==> src/rtl/hdmi_sched_pkg.sv <==
// Shared constants for the HDMI frame scheduler.
// FSM state codes and the frame-bank base address helper.
package hdmi_sched_pkg;

   localparam logic [2:0] ST_IDLE  = 3'd0;
   localparam logic [2:0] ST_FLUSH = 3'd1;
   localparam logic [2:0] ST_WAIT  = 3'd2;
   localparam logic [2:0] ST_REQ   = 3'd3;
   localparam logic [2:0] ST_BUSY  = 3'd4;
   localparam logic [2:0] ST_DONE  = 3'd5;

   function automatic logic [31:0] bank_base(
      input logic bank,
      input int   shift
   );
      return {31'd0, bank} << shift;
   endfunction

endpackage

==> src/rtl/hdmi_bank_ctrl.sv <==
// Frame-start edge detect and ping-pong bank ownership.
// Swaps banks at frame start when the writer has a finished frame.
module hdmi_bank_ctrl
   import hdmi_sched_pkg::*;
(
   input  logic clk,
   input  logic rst_n,
   input  logic video_vs,
   input  logic wr_frame_done,
   output logic fs,
   output logic rd_bank,
   output logic wr_bank,
   output logic wr_hold
);

   logic vs_q, vs_d;
   logic pend_q, pend_d;
   logic rd_bank_q, rd_bank_d;
   logic wr_bank_q, wr_bank_d;

   always_comb begin
      vs_d      = video_vs;
      fs        = video_vs & ~vs_q;
      pend_d    = pend_q;
      rd_bank_d = rd_bank_q;
      wr_bank_d = wr_bank_q;
      if (fs) begin
         // a done pulse coinciding with fs still counts
         if (pend_q | wr_frame_done) begin
            rd_bank_d = wr_bank_q;
            wr_bank_d = ~wr_bank_q;
         end
         pend_d = 1'b0;
      end else if (wr_frame_done) begin
         pend_d = 1'b1;
      end
   end

   always_ff @(posedge clk or negedge rst_n) begin
      if (!rst_n) begin
         vs_q      <= 1'b1;
         pend_q    <= 1'b0;
         rd_bank_q <= 1'b0;
         wr_bank_q <= 1'b1;
      end else begin
         vs_q      <= vs_d;
         pend_q    <= pend_d;
         rd_bank_q <= rd_bank_d;
         wr_bank_q <= wr_bank_d;
      end
   end

   assign rd_bank = rd_bank_q;
   assign wr_bank = wr_bank_q;
   assign wr_hold = pend_q;

endmodule

==> src/rtl/hdmi_frame_scheduler.sv <==
// Display read-path sequencer: flushes the read FIFO at frame start,
// then issues one burst read per line, throttled by FIFO free space.
module hdmi_frame_scheduler
   import hdmi_sched_pkg::*;
#(
   parameter int ADDR_W     = 24,
   parameter int BANK_SHIFT = 21,
   parameter int FIFO_AW    = 11
) (
   input  logic               hdmi_clk,
   input  logic               rst_n,
   input  logic               video_vs,
   input  logic [10:0]        h_disp,
   input  logic [10:0]        v_disp,
   input  logic               wr_frame_done,
   input  logic [FIFO_AW-1:0] fifo_room,
   input  logic               line_ack,
   input  logic               line_done,
   output logic               line_req,
   output logic [ADDR_W-1:0]  line_addr,
   output logic [10:0]        line_len,
   output logic               rd_flush,
   output logic               rd_bank,
   output logic               wr_bank,
   output logic               wr_hold,
   output logic               frame_err
);

   logic              fs;
   logic [2:0]        state_q, state_d;
   logic [10:0]       cnt_q, cnt_d;
   logic [ADDR_W-1:0] addr_q, addr_d;
   logic [10:0]       len_q, len_d;
   logic              err_q, err_d;
   logic              restart_q, restart_d;
   logic              room_ok;
   logic [10:0]       cnt_inc;
   logic [ADDR_W-1:0] base;

   hdmi_bank_ctrl u_bank (
      .clk           (hdmi_clk),
      .rst_n         (rst_n),
      .video_vs      (video_vs),
      .wr_frame_done (wr_frame_done),
      .fs            (fs),
      .rd_bank       (rd_bank),
      .wr_bank       (wr_bank),
      .wr_hold       (wr_hold)
   );

   assign room_ok = 32'(fifo_room) >= 32'(h_disp);
   assign cnt_inc = cnt_q + 11'd1;
   assign base    = ADDR_W'(bank_base(rd_bank, BANK_SHIFT));

   always_comb begin
      state_d   = state_q;
      cnt_d     = cnt_q;
      addr_d    = addr_q;
      len_d     = len_q;
      err_d     = err_q;
      restart_d = restart_q;
      unique case (state_q)
         ST_IDLE, ST_DONE: begin
            if (fs) state_d = ST_FLUSH;
         end
         ST_FLUSH: begin
            cnt_d     = '0;
            addr_d    = base;
            len_d     = h_disp;
            restart_d = 1'b0;
            // room read here is pre-flush, so it can only under-estimate
            if (v_disp == 11'd0) state_d = ST_DONE;
            else if (room_ok)    state_d = ST_REQ;
            else                 state_d = ST_WAIT;
         end
         ST_WAIT: begin
            if (fs) begin
               err_d   = 1'b1;
               state_d = ST_FLUSH;
            end else if (room_ok) begin
               state_d = ST_REQ;
            end
         end
         ST_REQ: begin
            if (line_ack) begin
               state_d = ST_BUSY;
               if (fs) begin
                  err_d     = 1'b1;
                  restart_d = 1'b1;
               end
            end else if (fs) begin
               err_d   = 1'b1;
               state_d = ST_FLUSH;
            end
         end
         ST_BUSY: begin
            if (fs) begin
               err_d     = 1'b1;
               restart_d = 1'b1;
            end
            // a burst in flight is always allowed to land before a flush
            if (line_done) begin
               cnt_d  = cnt_inc;
               addr_d = addr_q + ADDR_W'(h_disp);
               if (restart_q | fs)       state_d = ST_FLUSH;
               else if (cnt_inc == v_disp) state_d = ST_DONE;
               else                      state_d = ST_WAIT;
            end
         end
         default: state_d = ST_IDLE;
      endcase
   end

   always_ff @(posedge hdmi_clk or negedge rst_n) begin
      if (!rst_n) begin
         state_q   <= ST_IDLE;
         cnt_q     <= '0;
         addr_q    <= '0;
         len_q     <= '0;
         err_q     <= 1'b0;
         restart_q <= 1'b0;
      end else begin
         state_q   <= state_d;
         cnt_q     <= cnt_d;
         addr_q    <= addr_d;
         len_q     <= len_d;
         err_q     <= err_d;
         restart_q <= restart_d;
      end
   end

   assign line_req  = (state_q == ST_REQ);
   assign rd_flush  = (state_q == ST_FLUSH);
   assign line_addr = addr_q;
   assign line_len  = len_q;
   assign frame_err = err_q;

endmodule

==> config.mk <==
export PLATFORM = sky130hd
export DESIGN_NAME = hdmi_frame_scheduler
export DESIGN_NICKNAME = d
export VERILOG_FILES = /design/src/rtl/hdmi_sched_pkg.sv /design/src/rtl/hdmi_bank_ctrl.sv /design/src/rtl/hdmi_frame_scheduler.sv
export SDC_FILE = /design/constraint.sdc
export NUM_CORES = 1
export LEC_CHECK = 0
export CAP_MARGIN = 10
export CORE_ASPECT_RATIO = 1.2
export CORE_MARGIN = 5
export CORE_UTILIZATION = 50
export DETAILED_ROUTE_END_ITERATION = 16
export MAX_ROUTING_LAYER = met4
export PLACE_DENSITY = 0.81
export SYNTH_ARGS = -nofsm -noshare
export SYNTH_HDL_FRONTEND = slang
export SYNTH_SLANG_ARGS = --single-unit
==> constraint.sdc <==
create_clock -name hdmi_clk -period 7 [get_ports hdmi_clk]
set_input_delay 1.4 -clock hdmi_clk [delete_from_list [all_inputs] [get_ports hdmi_clk]]
set_output_delay 1.4 -clock hdmi_clk [all_outputs]
set_load 0.01 [all_outputs]
**Run 1: the metal 1 layer**

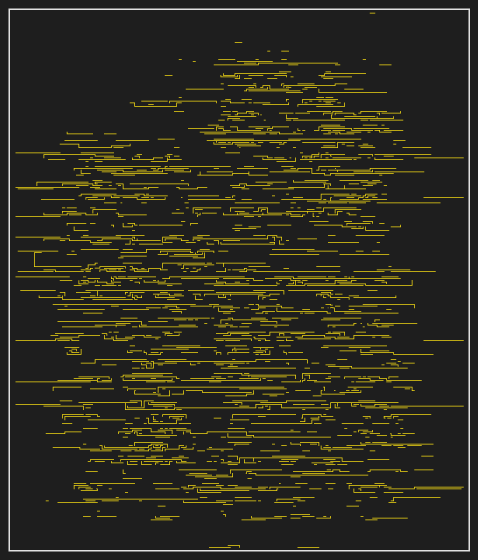
main direction: horizontal
nets with wire on the layer: 531
Via Count: 3620
Total Wirelength: 10100 µm
met1 Usage GRT: 27.6%

**Run 1: cell classes on the final placement**

Fill, decap, tap and diode cells in grey.
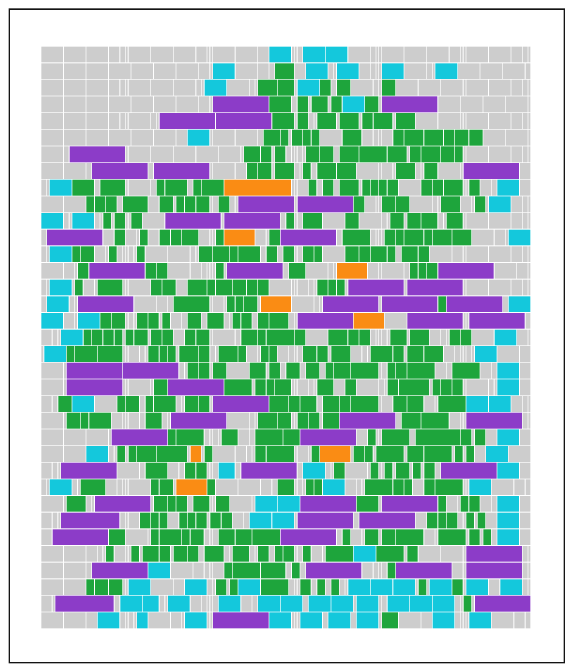
[remaining buffers and delay cells] cyan | cells: 81
[clock drivers and dummy loads] orange | cells: 8
[sequential cells] purple | cells: 55
[combinational and other logic] green | cells: 370
sequential cell area share: 28.9%
row count: 35
final core utilization: 62.5%

**Run 1: signal metal coverage by tile**

Scale bar: 20 µm. The die is cut into 18 by 21 equal tiles; dark blue is low, red is high, scaled to the fullest tile. Values are wire area over tile area, all layers added.
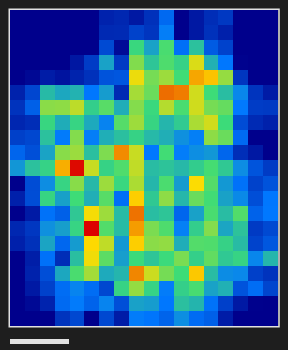
nearly empty tiles: 16%
emptiest ninth of the die: north-west
tiles over half the peak: 24%
mean over tiles: 0.16
gr usage total: 21.6%
average wire per standard cell: 16.6 µm

[run 1: stage by stage]
step / setup slack [ns] / power [W]
detailed placement: 2.92 / 0.00107
finish: 2.92 / 0.00129
global placement: 3.00 / 0.00105
global route: 2.70 / 0.00138
CTS: 2.93 / 0.00130
floorplan: 3.67 / 0.000830
[run 1: worst max path at each step]
stage                                       from                        end  slack, ns  cells past startpoint
after floorplan                        h_disp[0]  line_addr[20]$_DFFE_PN0P_       3.67                     10
after global placement                 h_disp[0]  line_addr[16]$_DFFE_PN0P_       3.00                     10
after detailed placement               h_disp[0]  line_addr[16]$_DFFE_PN0P_       2.92                     10
after CTS                 state_q[0]$_DFFE_PN0P_                   rd_flush       2.93                      4
after global routing      state_q[0]$_DFFE_PN0P_                   rd_flush       2.70                      4
final                     state_q[0]$_DFFE_PN0P_                   rd_flush       2.92                      4
[run 1: metal layers]
metal	global-route usage, %	wire length [µm]	part of all wire [%]	up-vias
met2	35.7	5080	50	110
met5	-	0	0	-
met3	3.40	419	4.2	15
met4	6.17	187	1.9	0
li1	-	-	-	1753
met1	27.6	4390	44	1742
[run 1: Yosys cell counts, drive strengths merged, types with 3 or more instances]
cell type  instances  share of area [%]
and2               3               0.48
nor3               7               0.90
a31oi              6               0.97
nor2              21                2.0
or3                4               0.64
ha                23                7.4
a21oi             21                2.7
clkbuf            12                1.2
xnor2              7                1.6
nor4               4               0.64
o21ai             46                6.2
a21o               9                1.8
nand3b             3               0.58
xor2              12                2.7
o21a               5               0.97
nand2             58                5.7
inv               21                2.0
and3               5               0.81
a2111o             5                1.4
or2                7                1.1
buf               13                2.8
nand4              6               0.97
nor2b              7                1.5
mux2i             10                2.6
a211oi             6                1.3
o31ai              8                1.5
nand2b             4               0.64
dfrtp             53                 34
nand3             30                3.9
[run 1: cell families (layout without fill, tap and decap cells)]
logic type / count (synthesis) / count (layout) / synth area share, %
compound gates: 129 / 129 / 21.9
xor+xnor: 19 / 19 / 4.28
fa+ha+maj: 24 / 24 / 7.93
buf+inv: 46 / 110 / 5.96
flops: 55 / 55 / 35.5
mux: 11 / 11 / 2.87
simple gates: 166 / 166 / 21.5
[run 1: layout make-up]
cell class / count / area (µm²)
fillers: 662 / 2860
multi-input cells: 349 / 2270
flip-flops and latches: 55 / 1380
repair buffers: 81 / 801
well taps: 92 / 115
clock buffers: 6 / 82.6
inverters: 21 / 78.8
clock inverters: 2 / 35.0
[run 1: power groups by stage]
stage | Sequential [W] | Clock, W | Combinational (W)
after floorplan | 0.000478 | 0 | 0.000352
after global placement | 0.000471 | 0 | 0.000580
after detailed placement | 0.000474 | 0 | 0.000596
after CTS | 0.000469 | 0.000231 | 0.000598
after global routing | 0.000485 | 0.000240 | 0.000660
final | 0.000471 | 0.000222 | 0.000595
[run 1: flip-flops by register name, indices dropped and copies added (netlist names)]
name and flops:
u_bank.wr_bank 1, line_len 11, u_bank.vs_q 1, restart_q 1, frame_err 1, cnt_q 11, line_addr 24, u_bank.wr_hold 1
u_bank.rd_bank 1, state_q 3
[run 1: worst max-delay path, cell delays in order, from the launching register on]
cell,delay [ns]
dfrtp_1,0.52
nor2b_4,0.22
nand2_2,0.48
inv_2,0.51
clkdlybuf4s50_1,0.62
==> flow_summary.yaml, run 1 <==
# flow metrics
status:
  status: "completed"
logic_synthesis:
  synth.net_count: 513
  ys.flop_type: "dfrtp_1"
  postSynthSeqShare_pct: 35.5
  ys_cells: 450
  avgSynthCellArea_um2: 8.63
  syn_area_um2: 3880
  synth_flop_count: 55
  async_reset_ff_share_pct: 100
  synthesis.instances: 450
  synth-edff-count: 0
  ys_types: 67
  yosys_warnings: 0
  synth_chip_area_um2: 3880
clocking:
  cts_buffers: 5
  clkLatencyLatePin_ns: 0.32
  cts.sinks: 55
  clkTransAtPathRegs_ns: 0.10
  post_cts_buffers: 0
  ctsHoldBuffers: 0
  cts_root_buf: "clkbuf_8"
  post_cts_resized: 0
  clk_path_buf_depth: 2
grt:
  grt_pass1_vias: 3519
  grt_start_max_net_pins: 56
  antenna_found_initial: 0
  grt_overflow: 0
floorplanning:
  die_w_um: 90.5
  die_area_um2: 9640
  coreArea_um2: 7620
  ioPinCount: 80
  fp-utilization_pct: 51.0
  die_y_um: 107
timing:
  fin_crit_ns: 4.08
  hold_viol_final: 0
  skew_ns: 0.0127
  max_slew_margin_pct: 44.0
  rsz0062_at_grt: "no"
  slew_violations: 0
  setup_violations: 0
  setup_tns_ns: 0
  max_freq_mhz: 245
  hold_ws_ns: 0.488
  tightest_slew_ns: 0.837
finish:
  final_nets: 576
  finalNonFillerCells: 606
  diodes: 0
  final_area_um2: 4760
  lay_top_cells: "clkdlybuf4s50_1, nand2_1, dfrtp_1"
  drive_above_1_share_pct: 6.42
  area_growth_pct: 22.7
  layout_top_cell: "clkdlybuf4s50_1"
placed_design:
  postPlaceCellArea_um2: 4650
  dp.cells: 598
  gp_congestion: 0.914
  post-dp-hpwl_um: 7410
  io_buffers: 79
drt:
  antenna_left: 0
  viasPerCell: 5.97
  drc: 0
pwr:
  combPwrFrac_pct: 46.2
  leakagePower_nw: 2.01
  power.density_nw_per_um2: 270
  intPower_w: 0.000793
  p_clk_share_pct: 17.3
  switching_share_pct: 38.5
  netSwitchingPower_w: 0.000496
  power_frac_seq_pct: 36.6
  ir_worst_vdd_v: 0.000224
run:
  cap_violations: 0
  tool_warnings: 26
worst_setup_path:
  cp-start-kind: "flop"
  regToRegSetupSlack_ns: 3.96
  arrival_ns: 2.68
  rr_worst_depth: 8
  cp.required_ns: 5.60
  cp_max_fo: 45
  r2r_start: "state_q[0]$_DFFE_PN0P_"
  path_class: "reg2out"
  timing.rr.end: "line_addr[17]$_DFFE_PN0P_"
  end_kind: "primary output"
min_path:
  hold-path-endpoint: "line_len[3]$_DFFE_PN0P_"
  hp-class: "reg2reg"
  worstHoldStart: "line_len[3]$_DFFE_PN0P_"
  holdPathStages: 2
==> inputs of run 2 (changes only) <==
--- a/config.mk
+++ b/config.mk
@@ -8,10 +8,10 @@
 export CAP_MARGIN = 10
 export CORE_ASPECT_RATIO = 1.2
 export CORE_MARGIN = 5
-export CORE_UTILIZATION = 50
+export CORE_UTILIZATION = 47
 export DETAILED_ROUTE_END_ITERATION = 16
 export MAX_ROUTING_LAYER = met4
-export PLACE_DENSITY = 0.81
+export PLACE_DENSITY = 0.8
 export SYNTH_ARGS = -nofsm -noshare
 export SYNTH_HDL_FRONTEND = slang
 export SYNTH_SLANG_ARGS = --single-unit
==> constraint.sdc (replaced) <==
create_clock -name hdmi_clk -period 3.7 [get_ports hdmi_clk]
set_input_delay 0.74 -clock hdmi_clk [delete_from_list [all_inputs] [get_ports hdmi_clk]]
set_output_delay 0.74 -clock hdmi_clk [all_outputs]
set_load 0.01 [all_outputs]
**Run 2: M3 wires**

Scale bar: 20 µm.
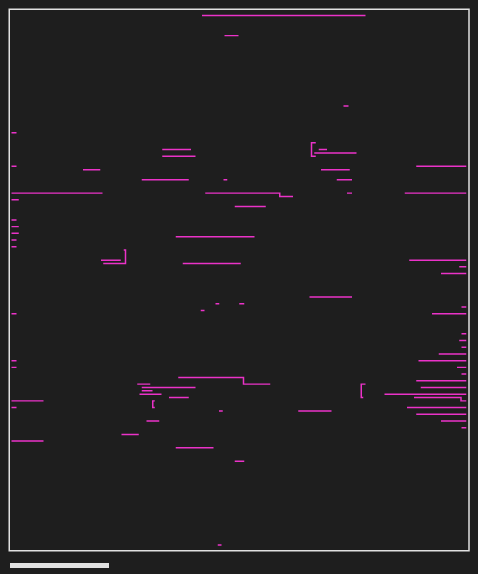
share of all routed wire: 4.1%
main direction: horizontal
nets with wire on the layer: 68
Total Wirelength: 9990 µm
Via Count: 3582
GR Layer Usage met3: 2.94%

**Run 2: signal metal coverage by tile**

Scale bar: 20 µm. The die is cut into 19 by 22 equal tiles; dark blue is low, red is high, scaled to the fullest tile. Values are wire area over tile area, all layers added.
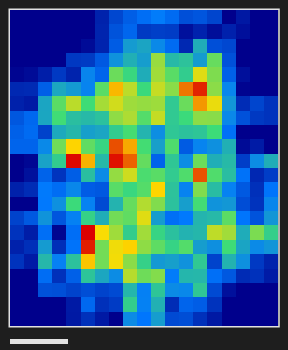
densest ninth of the die: centre
tiles over half the peak: 21%
mean over tiles: 0.15
nearly empty tiles: 17%
emptiest ninth of the die: north-west
fullest tile: 0.53
average wire per standard cell: 16.4 µm
gr usage total: 20.5%

==> run 2 against run 1 <==
First-iteration DRC count is 22% lower. Utilization is 3.7 points lower. Synthesized cell count stayed put. Cell count is 0.83% higher. Die area is 5.7% higher. Largest power group unchanged. Largest cell class unchanged.
==> flow_summary.yaml, run 2 <==
# flow metrics
worst_setup_path:
  cp.required_ns: 3.94
  r2r_start: "line_addr[0]$_DFFE_PN0P_"
  timing.rr.end: "line_addr[22]$_DFFE_PN0P_"
  rr_worst_depth: 9
  endpoint: "line_addr[22]$_DFFE_PN0P_"
  cp-start-kind: "input port"
  end_kind: "flop"
  regToRegSetupSlack_ns: 1.14
  cp_max_fo: 11
  arrival_ns: 3.33
  path_class: "in2reg"
  critPathLaunch: "h_disp[0]"
drt:
  drt_iter0_markers: 222
  drtPass1Iterations: 4
  viasPerCell: 5.86
  antenna_left: 0
  drc: 0
placed_design:
  io_buffers: 79
  gp_congestion: 0.873
  post-dp-hpwl_um: 7380
finish:
  lay_top_cells: "clkdlybuf4s50_1, nand2_1, dfrtp_1"
  n_fill_cell: 702
  largest_reg_flops: 24
  area_growth_pct: 22.8
  diodes: 0
  drive_above_1_share_pct: 6.78
  final_util_pct: 58.8
  combGateArea_um2: 2270
  layout_top_cell: "clkdlybuf4s50_1"
  ff_latch_area_um2: 1380
  final_nets: 578
pwr:
  ir_worst_vdd_v: 0.000359
  power.density_nw_per_um2: 501
  leakagePower_nw: 2.01
clocking:
  post_cts_buffers: 0
  cts_buffers: 5
  clkLatencyLatePin_ns: 0.31
  ctsHoldBuffers: 0
  clkTransAtPathRegs_ns: 0.10
  cts_tree: "built"
  cts.sinks: 55
  cts.htree.levels: 2
  post_cts_resized: 0
  clk_path_buf_depth: 2
  cts_root_buf: "clkbuf_8"
logic_synthesis:
  postSynthSeqShare_pct: 35.5
  synth.net_count: 513
  async_reset_ff_share_pct: 100
  yosys-top-cells-count: "nand2_1, dfrtp_1, o21ai_0, nand3_1, ha_1"
  ys_top_cells_by_area: "dfrtp_1, ha_1, nand2_1"
  synth_chip_area_um2: 3880
  synth-edff-count: 0
  synthesis.instances: 450
  avgSynthCellArea_um2: 8.63
  top_cell_area_share_pct: 34.1
  ys_cells: 450
  yosysTopAreaCell: "dfrtp_1"
  ys.flop_type: "dfrtp_1"
  synth_flop_count: 55
  syn_area_um2: 3880
  ys_types: 67
  yosysMostFrequentCell: "nand2_1"
  yosys_warnings: 0
timing:
  setup_tns_ns: 0
  hold_viol_final: 0
  max_freq_mhz: 323
  hold_ws_ns: 0.488
  slew_violations: 0
  rsz0062_at_grt: "no"
  fin_crit_sh_pct: 83.7
  setup_violations: 0
  max_slew_margin_pct: 28.8
  skew_ns: 0.00840
  tightest_slew_ns: 1.07
  fin_crit_ns: 3.10
floorplanning:
  die_y_um: 110
  coreArea_um2: 8110
  die_area_um2: 10200
  die_w_um: 93.0
  fp-utilization_pct: 47.9
  rows: 36
  ioPinCount: 80
run:
  cap_violations: 0
  tool_warnings: 26
grt:
  global_route.usage.met1_pct: 24.7
  antenna_found_initial: 0
  use_met2_pct: 35.3
  grt_start_max_net_pins: 47
  top_usage_layer: "met2"
  grt_pass1_wl_um: 16400
  grt_pass1_vias: 3498
  grt_overflow: 0
min_path:
  worstHoldStart: "line_len[10]$_DFFE_PN0P_"
  hp-class: "reg2reg"
status:
  status: "completed"
run 2: cell counts after synthesis:
Identical to the previous run, type by type.
run 2: per-layer routing:
metal	share of wire (%)	routed length, µm	up-vias
met5	0	0	-
met3	4.0	404	13
met2	51	5080	106
met4	2.0	203	0
li1	-	-	1760
met1	43	4300	1703
run 2: worst max-delay path, stage by stage:
cell and delay [ns]:
clkdlybuf4s50_1 0.52, ha_1 0.18, inv_1 0.06, fa_1 0.43, nor2b_4 0.13, o31a_2 0.15
o2111ai_1 0.14, a211o_1 0.49, a2111o_1 0.42, o21ai_1 0.08
run 2: power by group:
| group | leakage, nW | internal [W] | switching (W) |
|---|---|---|---|
| Sequential | 0.725 | 0.000748 | 0.000142 |
| Clock | 0.0505 | 0.000171 | 0.000200 |
| Combinational | 1.24 | 0.000540 | 0.000588 |
run 2: worst min-delay path by stage:
stage                                to  slack [ns]  cells after the start
2_1_floorplan      cnt_q[0]$_DFFE_PN0P_        0.44                      0
3_3_place_gp    line_len[3]$_DFFE_PN0P_        0.46                      2
3_5_place_dp    line_len[7]$_DFFE_PN0P_        0.47                      2
4_1_cts         line_len[7]$_DFFE_PN0P_        0.50                      2
5_1_grt         line_len[0]$_DFFE_PN0P_        0.52                      2
6_report       line_len[10]$_DFFE_PN0P_        0.49                      2
run 2: kinds of logic (layout without fill, tap and decap cells):
kind of cell               after synthesis  in the layout  synth area share, %
AOI/OAI and AO/OA                      129            129                 21.9
xor gates and xnor gates                19             19                 4.28
adders and majority gates               24             24                 7.93
buffers and inverters                   46            112                 5.96
DFF                                     55             55                 35.5
muxes                                   11             11                 2.87
and+or+nand+nor                        166            166                 21.5
run 2: metrics by stage:
| step | instances | total power, W | cell area (µm²) | worst slack, ns |
|---|---|---|---|---|
| 6_report | 611 | 0.00239 | 4770 | 0.605 |
| 5_1_grt | 611 | 0.00257 | 4770 | 0.478 |
| 4_1_cts | 611 | 0.00241 | 4770 | 0.630 |
| 3_5_place_dp | 603 | 0.00203 | 4670 | 0.313 |
| 3_3_place_gp | 603 | 0.00200 | 4670 | 0.364 |
| 2_1_floorplan | 450 | 0.00157 | 3880 | 1.03 |
run 2: layout make-up:
cell class / instances / area share, %
clock inverters: 1 / 0.157
well taps: 95 / 2.49
repair buffers: 83 / 17.1
inverters: 21 / 1.65
flip-flops and latches: 55 / 28.9
clock buffers: 7 / 2.02
multi-input cells: 349 / 47.7
==> inputs of run 3 (changes only) <==
--- a/config.mk
+++ b/config.mk
@@ -8,10 +8,10 @@
 export CAP_MARGIN = 10
 export CORE_ASPECT_RATIO = 1.2
 export CORE_MARGIN = 5
-export CORE_UTILIZATION = 47
+export CORE_UTILIZATION = 50
 export DETAILED_ROUTE_END_ITERATION = 16
 export MAX_ROUTING_LAYER = met4
-export PLACE_DENSITY = 0.8
+export PLACE_DENSITY = 0.81
 export SYNTH_ARGS = -nofsm -noshare
 export SYNTH_HDL_FRONTEND = slang
 export SYNTH_SLANG_ARGS = --single-unit
==> constraint.sdc (replaced) <==
create_clock -name hdmi_clk -period 3.1 [get_ports hdmi_clk]
set_input_delay 0.62 -clock hdmi_clk [delete_from_list [all_inputs] [get_ports hdmi_clk]]
set_output_delay 0.62 -clock hdmi_clk [all_outputs]
set_load 0.01 [all_outputs]
==> run 3 against run 2 <==
Via count rose by 1.2%. Combinational power rose by 22%. Cell count grew 0.82%. Register-to-register slack worse by 0.58 ns. Cell area increased by 1.2%. Sequential power is about 20% higher. Non-clock buffer count increased by 8. Routed wire length is 0.47% lower. Critical path depth stayed put. Sequential share of layout area fell by 0.35 points. Clock power increased by 29%. Area after synthesis did not move. Critical path type unchanged. Highest routed layer unchanged.
==> flow_summary.yaml, run 3 <==
# flow metrics
logic_synthesis:
  ys_top_cells_by_area: "dfrtp_1, ha_1, nand2_1"
  postSynthSeqShare_pct: 35.5
  synth_chip_area_um2: 3880
  avgSynthCellArea_um2: 8.63
  ys_cells: 450
  synth_flop_count: 55
  yosys_warnings: 0
  yosysMostFrequentCell: "nand2_1"
  async_reset_ff_share_pct: 100
  top_cell_area_share_pct: 34.1
  synthesis.instances: 450
  ys_types: 67
  ys.flop_type: "dfrtp_1"
  synth-edff-count: 0
  yosysTopAreaCell: "dfrtp_1"
  yosys-top-cells-count: "nand2_1, dfrtp_1, o21ai_0, nand3_1, ha_1"
  synth.net_count: 513
  syn_area_um2: 3880
worst_setup_path:
  rr_worst_depth: 9
  cp.required_ns: 3.33
  cp_max_fo: 11
  r2r_start: "line_addr[0]$_DFFE_PN0P_"
  timing.rr.end: "line_addr[16]$_DFFE_PN0P_"
  end_kind: "flop"
  arrival_ns: 3.13
  path_class: "in2reg"
  slowest_delay_ns: 0.48
  path_cells: "clkdlybuf4s50_1, ha_1, inv_1, fa_1, nor2b_4, o31a_2, o2111ai_1, a211o_1, a2111o_1, o21ai_0"
  cp-start-kind: "input port"
  cp_slowest_cell: "clkdlybuf4s50_1"
  regToRegSetupSlack_ns: 0.56
finish:
  ff_latch_area_um2: 1380
  layout_top_cell: "clkdlybuf4s50_1"
  lay_top_cells: "clkdlybuf4s50_1, nand2_1, dfrtp_1"
  largest_reg_flops: 24
  drive_above_1_share_pct: 7.82
  combGateArea_um2: 2270
  n_fill_cell: 671
  area_growth_pct: 24.3
  final_nets: 586
  final_util_pct: 63.4
  diodes: 0
floorplanning:
  die_w_um: 90.5
  rows: 35
  die_y_um: 107
  coreArea_um2: 7620
  die_area_um2: 9640
  fp-utilization_pct: 51.0
  ioPinCount: 80
placed_design:
  io_buffers: 79
  post-dp-hpwl_um: 7450
  gp_congestion: 0.893
grt:
  grt_overflow: 0
  grt_start_max_net_pins: 45
  grt_pass1_vias: 3605
  grt_pass1_wl_um: 16800
  antenna_found_initial: 0
clocking:
  post_cts_resized: 0
  cts_tree: "built"
  clk_path_buf_depth: 2
  ctsHoldBuffers: 0
  cts_root_buf: "clkbuf_8"
  clkTransAtPathRegs_ns: 0.10
  cts.sinks: 55
  cts_buffers: 5
  cts.htree.levels: 2
  post_cts_buffers: 0
run:
  cap_violations: 0
  tool_warnings: 26
timing:
  setup_tns_ns: 0
  hold_viol_final: 0
  tightest_slew_ns: 0.725
  slew_violations: 0
  max_freq_mhz: 345
  rsz0062_at_grt: "no"
  max_slew_margin_pct: 51.7
  fin_crit_sh_pct: 93.6
  fin_crit_ns: 2.90
  setup_violations: 0
drt:
  drtPass1Iterations: 5
  route.met2.wl_um: 4950
  met3_length_um: 451
  antenna_left: 0
  routed.top_layer: "met4"
  routedLengthMet1_um: 4280
  viasPerCell: 5.88
  drt_iter0_markers: 238
  drc: 0
pwr:
  ir_worst_vdd_v: 0.000520
  power.density_nw_per_um2: 604
  p_total_w: 0.00291
  leakagePower_nw: 2.05
status:
  status: "completed"
min_path:
  hp-class: "in2async"
==> run 3: logic make-up after synthesis <==
group / after synthesis / synth area share [%]
flops: 55 / 35.5
fa+ha+maj: 24 / 7.93
compound gates: 129 / 21.9
simple gates: 166 / 21.5
xor+xnor: 19 / 4.28
buf+inv: 46 / 5.96
mux: 11 / 2.87
==> run 3: critical path: cells and delay by family <==
| kind | cells | cell delay, ns |
|---|---|---|
| fa+ha+maj | 2 | 0.59 |
| compound gates | 5 | 1.24 |
| buf+inv | 2 | 0.54 |
| simple gates | 1 | 0.13 |
==> run 3: layer usage <==
metal / GRT usage (%) / up-vias
met5: - / -
met4: 8.83 / 0
met3: 3.54 / 18
met2: 35.2 / 106
met1: 26.4 / 1723
li1: - / 1777
==> run 3: area by class of cell <==
| cell class | instances | area share [%] |
|---|---|---|
| Clock inverter | 1 | 0.622 |
| Sequential cell | 55 | 28.6 |
| Inverter | 21 | 1.63 |
| Clock buffer | 7 | 1.58 |
| Timing Repair Buffer | 91 | 18.1 |
| Tap cell | 92 | 2.38 |
| Multi-Input combinational cell | 349 | 47.1 |
==> run 3: worst max path at each step <==
stage | start | slack (ns) | cells after the start | end
after global placement | h_disp[0] | -0.07 | 10 | line_addr[16]$_DFFE_PN0P_
after floorplan | h_disp[0] | 0.55 | 10 | line_addr[20]$_DFFE_PN0P_
after CTS | h_disp[0] | 0.20 | 10 | line_addr[16]$_DFFE_PN0P_
after detailed placement | h_disp[0] | -0.10 | 10 | line_addr[16]$_DFFE_PN0P_
after global routing | h_disp[0] | 0.08 | 10 | line_addr[16]$_DFFE_PN0P_
final | h_disp[0] | 0.20 | 10 | line_addr[16]$_DFFE_PN0P_
==> run 3: metrics by stage <==
step | hold slack [ns] | worst slack (ns) | cells | area (µm²)
after floorplan | 0.324 | 0.553 | 450 | 3880
after global placement | 0.461 | -0.0703 | 608 | 4720
after detailed placement | 0.465 | -0.104 | 608 | 4720
after CTS | 0.381 | 0.201 | 616 | 4830
after global routing | 0.422 | 0.0768 | 616 | 4830
final | 0.355 | 0.198 | 616 | 4830
==> run 3: power breakdown <==
group	internal (W)	leakage [nW]	switching (W)
Combinational	0.000665	1.28	0.000710
Sequential	0.000893	0.725	0.000169
Clock	0.000242	0.0524	0.000235
**Run 3: signal metal coverage by tile**

Scale bar: 20 µm. The die is cut into 18 by 21 equal tiles; dark blue is low, red is high, scaled to the fullest tile. Values are wire area over tile area, all layers added.
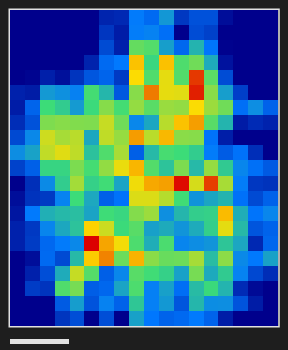
nearly empty tiles: 18%
densest ninth of the die: centre
mean over tiles: 0.16
average wire per standard cell: 16.1 µm
Via Count: 3624
Total Wirelength: 9940 µm
gr usage total: 21.5%

**Run 3: clock nets**

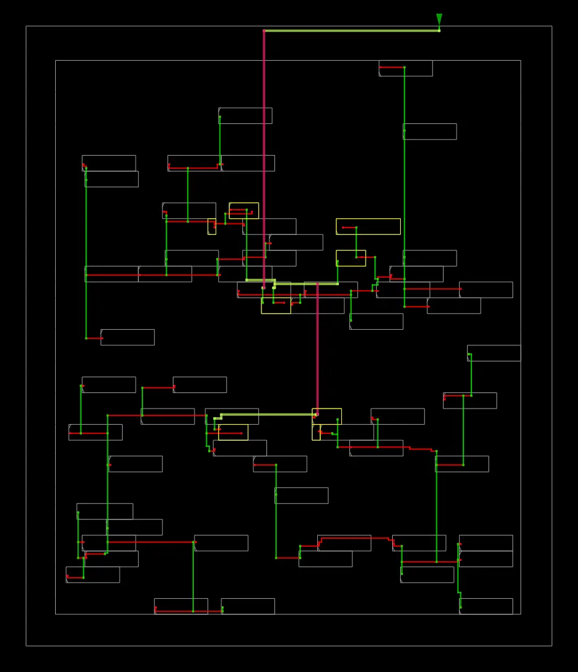
Clk. pwr: 0.000477 W
Clock Skews: 0.0119 ns
Flop Count: 55
clk_lat worst skew: 0.31 ns
clkbuf count: 7

No activity file was given, so power comes from the tool's default toggle rates.
